Fig. 1: the metal 1 layer
Bar = 20 um. Cells faint in the background.
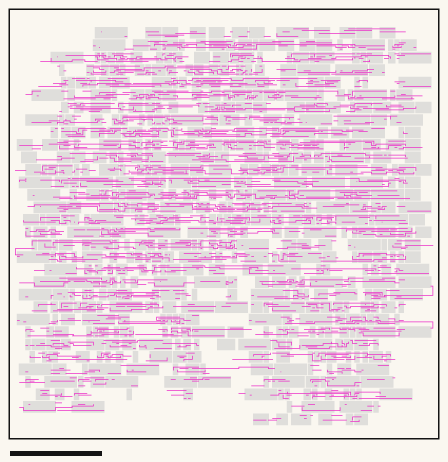
Fig. 2: M2 wires
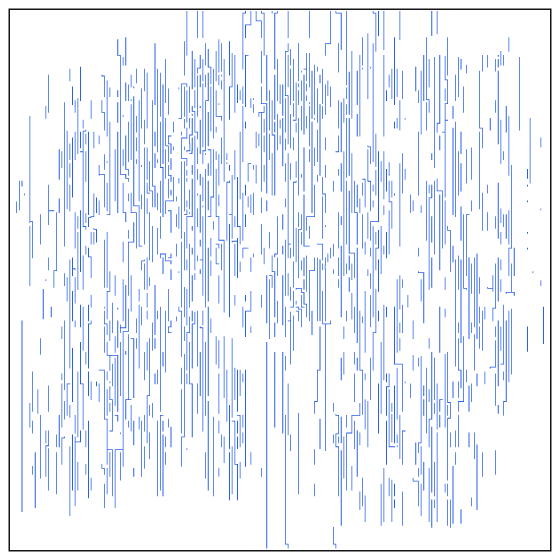
Fig. 3: met3 routing
Bar = 20 um.
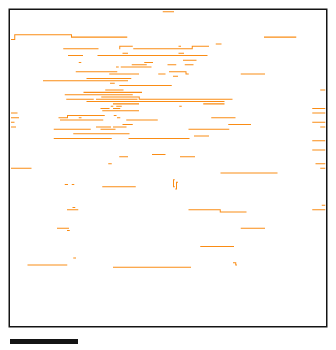
Fig. 4: met4 routing
Bar = 20 um.
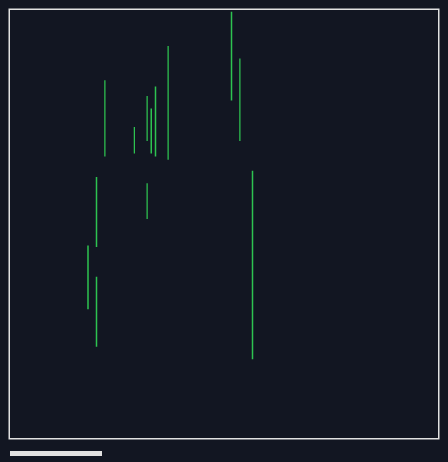
Fig. 5: the clock network
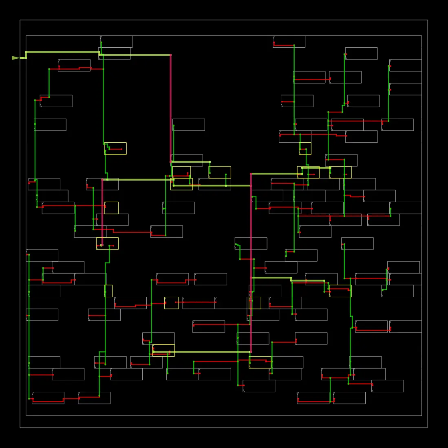
==> config.mk <==
export PLATFORM = sky130hd
export DESIGN_NAME = stopwatch_controller
export DESIGN_NICKNAME = d
export VERILOG_FILES = /design/src/rtl/stopwatch_controller.sv
export SDC_FILE = /design/constraint.sdc
export NUM_CORES = 1
export LEC_CHECK = 0
export ABC_CLOCK_PERIOD_IN_PS = 7500
export CORE_UTILIZATION = 60
export CTS_BUF_LIST = sky130_fd_sc_hd__clkbuf_4 sky130_fd_sc_hd__clkbuf_8 sky130_fd_sc_hd__clkbuf_16
export DETAILED_ROUTE_END_ITERATION = 10
export PLACE_DENSITY = 0.87
export SYNTH_ARGS = -nofsm -noshare
export SYNTH_HDL_FRONTEND = slang
export SYNTH_SLANG_ARGS = --single-unit
==> constraint.sdc <==
create_clock -name CLOCK_50 -period 7.5 [get_ports CLOCK_50]
set_clock_uncertainty 0.15 [all_clocks]
set_input_delay 1.875 -clock CLOCK_50 [delete_from_list [all_inputs] [get_ports CLOCK_50]]
set_output_delay 1.875 -clock CLOCK_50 [all_outputs]
set_load 0.02 [all_outputs]
==> flow_metrics.env <==
# flow metrics
export IMPL_status="finished, final reports clean"
export IMPL_setup_worst_path_end_class="flop"
export IMPL_drc_errors=0
export IMPL_crit_type="input pin to flop"
export IMPL_synthesis_nets=643
export IMPL_critPathTopFamily="simple AND/OR/NAND/NOR gates"
export IMPL_fin_crit_sh_pct=61.4
export IMPL_ys_warn_count=0
export IMPL_synth_cell_area_sq_mm=0.00501
export IMPL_logic_family="simple AND/OR/NAND/NOR gates"
export IMPL_r2r_slack_ps=3020
export IMPL_max_freq_ghz=0.217
export IMPL_compound_area_share_pct=11.6
export IMPL_finalNetCount=665
export IMPL_dp_cells=722
export IMPL_final_min_clock_period_ps=4600
export IMPL_cp_num_buf_inv=1
export IMPL_core_sq_mm=0.00789
export IMPL_hold_viol_final=0
export IMPL_numCtsBuffers=9
export IMPL_power_mw=0.961
export IMPL_hp_class="flop to flop"
export IMPL_path_max_fanout=25
export IMPL_synth_seq_share_pct=36.4
export IMPL_insertedDiodeCount=0
export IMPL_place_gp_congestion=0.943
export IMPL_ys_sh_adder_pct=3.50
export IMPL_first_global_vias=4224
export IMPL_cts_tree="built"
export IMPL_crit_arrival_ps=4750
export IMPL_grt_usage_pct=28.5
export IMPL_largest_register_ffs=26
export IMPL_edf_count=0
export IMPL_slowest_stage="or3b_2"
export IMPL_clock_sinks=91
export IMPL_layout_top_cells="nor2_1 (99), dfxtp_1 (91), nand2_1 (51)"
export IMPL_ys_sh_xor_pct=9.80
export IMPL_gr_total_overflow=0
export IMPL_finalWorstSetupSlack_ps=2900
export IMPL_synthArstFlopShare_pct=0
export IMPL_worst_pin_slew_ps=981
export IMPL_die_h_um=93.4
export IMPL_warnings=33
export IMPL_r2r_cells=11
export IMPL_clkTransAtPathRegs_ps=100
export IMPL_dpl_cell_area_sq_mm=0.00541
export IMPL_startpoint_type="input pin"
export IMPL_drive_above_1_share_pct=6.77
export IMPL_postCtsSetupBuffers=0
export IMPL_grt_pass1_wl_um=19800
export IMPL_hpwlAfterDp_um=8460
export IMPL_fp_util_pct=63.5
export IMPL_yosys_cells=609
export IMPL_wl_per_cell_um=15.9
export IMPL_setup_tns_ps=0
export IMPL_io_pins=40
export IMPL_fin_hold_ws_ps=305
export IMPL_die_area_sq_mm=0.00872
export IMPL_drv_slew=0
export IMPL_fill_cells=608
export IMPL_area_growth_pct=11.5
export IMPL_h_tree_depth=3
export IMPL_relSlewSlack_pct=34.6
export IMPL_cap_violations=0
export IMPL_crit_top_cell="nand2_1"
export IMPL_final_common_cell="nor2_1"
export IMPL_rsz0062_at_grt="no"
export IMPL_fp_dieW_um=93.4
export IMPL_cp_slowest_stage_delay_ps=690
export IMPL_synth_flops=91
export IMPL_mux_share_pct=6.75
export IMPL_syn_inst=609
export IMPL_grt_start_max_net_pins=44
export IMPL_flop_cell="dfxtp_1"
export IMPL_antenna_found_initial=0
export IMPL_drt_iter0_markers=286
export IMPL_postCtsHoldBufs=0
export IMPL_post_place_ws_ps=2530
export IMPL_ctsRootBufferMaster="clkbuf_8"
export IMPL_powerDensity_mw_per_mm2=172
export IMPL_ys_area_sq_mm=0.00501
export IMPL_fin_area_sq_mm=0.00558
export IMPL_cp_cell_sequence="clkdlybuf4s50_1 > xnor2_1 > nand2_1 > o22ai_1 > o221ai_2 > nor4_2 > nand2_1 > a31oi_1 > ha_1 > nand2b_1 > or3b_2 > nor2_1"
export IMPL_setup_viol=0
export IMPL_min_path_cells=1
export IMPL_drt_pre_antenna_iters=5
export IMPL_critical_path_depth=12
export IMPL_simple_gate_area_share_pct=28.5
export IMPL_leakagePower_nw=1.83
export IMPL_final_cells=737
export IMPL_io_buffers=39
export IMPL_viasPerCell=6.10
export IMPL_finish_utilization_pct=70.8
export IMPL_std_cell_rows=32
export IMPL_required_ps=7650
export IMPL_final_antenna_net_count=0
export IMPL_clock_path_buffers=2
export IMPL_vdd_drop_max_mv=0.119
export IMPL_syn_avg_cell_area_sq_um=8.22
export IMPL_synth_cell_types=57
export IMPL_cts_resized=0
Notes on Fig. 1 above:
share of all routed wire: 45%
longest straight run: 50.1 um
nets with wire on the layer: 614
grt met1 use: 38.5%
Vias: 4498
drt total wl: 11700 um

Notes on Fig. 2 above:
share of all routed wire: 47%
main direction: vertical
met2 Use GR: 46.3%

Notes on Fig. 3 above:
wire length on this layer: 712 um
main direction: horizontal
longest straight run: 40.5 um
share of all routed wire: 6.1%
GR Util met3: 5.45%

Notes on Fig. 4 above:
main direction: vertical
wire length on this layer: 209 um
share of all routed wire: 1.8%
nets with wire on the layer: 12
longest straight run: 40.8 um

Notes on Fig. 5 above:
clk ins delay skew pair: 360 ps
Layout clock buffers: 9
clock network power: 0.306 mW
registers: 91

[synthesized netlist by cell type (all sizes together), types with 5 or more instances]
master / number / area [sq um]
buf: 7 / 40.0
or4: 8 / 67.6
mux2: 14 / 158
nor2: 99 / 372
xnor2: 23 / 201
clkbuf: 22 / 82.6
and3b: 5 / 43.8
and3: 9 / 56.3
nand4: 10 / 62.6
mux2i: 18 / 180
dfxtp: 91 / 1820
inv: 14 / 52.6
nand2: 51 / 191
a31oi: 6 / 37.5
or3: 8 / 50.1
ha: 14 / 175
nand3: 31 / 155
nand2b: 6 / 37.5
nor3: 13 / 70.1
a21oi: 28 / 140
o21ai: 27 / 135
a311oi: 5 / 50.0
nor4: 17 / 125
xor2: 33 / 289
[per-layer routing]
layer	GRT usage, %	wire length (um)	vias up
li1	-	-	2182
met1	38.5	5330	2120
met2	46.3	5490	167
met3	5.45	711	29
met4	7.95	208	0
met5	0	0	-
[power breakdown]
part	switching, mW	total [mW]	internal, mW
combinational	0.101	0.159	0.0581
clock	0.183	0.306	0.123
sequential	0.00758	0.496	0.489
[worst reg2reg max path: stages, from the launching register on]
cell,delay [ps]
dfxtp_1,610
nand4bb_1,710
or4_4,810
xnor2_1,200
nand3b_1,160
nor4_2,310
nand2_1,150
a31oi_1,200
ha_1,170
nand2b_1,60
or3b_2,690
nor2_1,190
[cell type report]
cell class,instances,area (sq um),share of cell area [%]
Clock buffer,9,124,2.22
Timing Repair Buffer,40,398,7.13
Multi-Input combinational cell,475,3010,53.9
Inverter,14,52.6,0.941
Sequential cell,91,1820,32.6
Tap cell,102,128,2.29
Clock inverter,6,48.8,0.874
Power figures rest on the tool's default switching activity, not on a simulated workload.
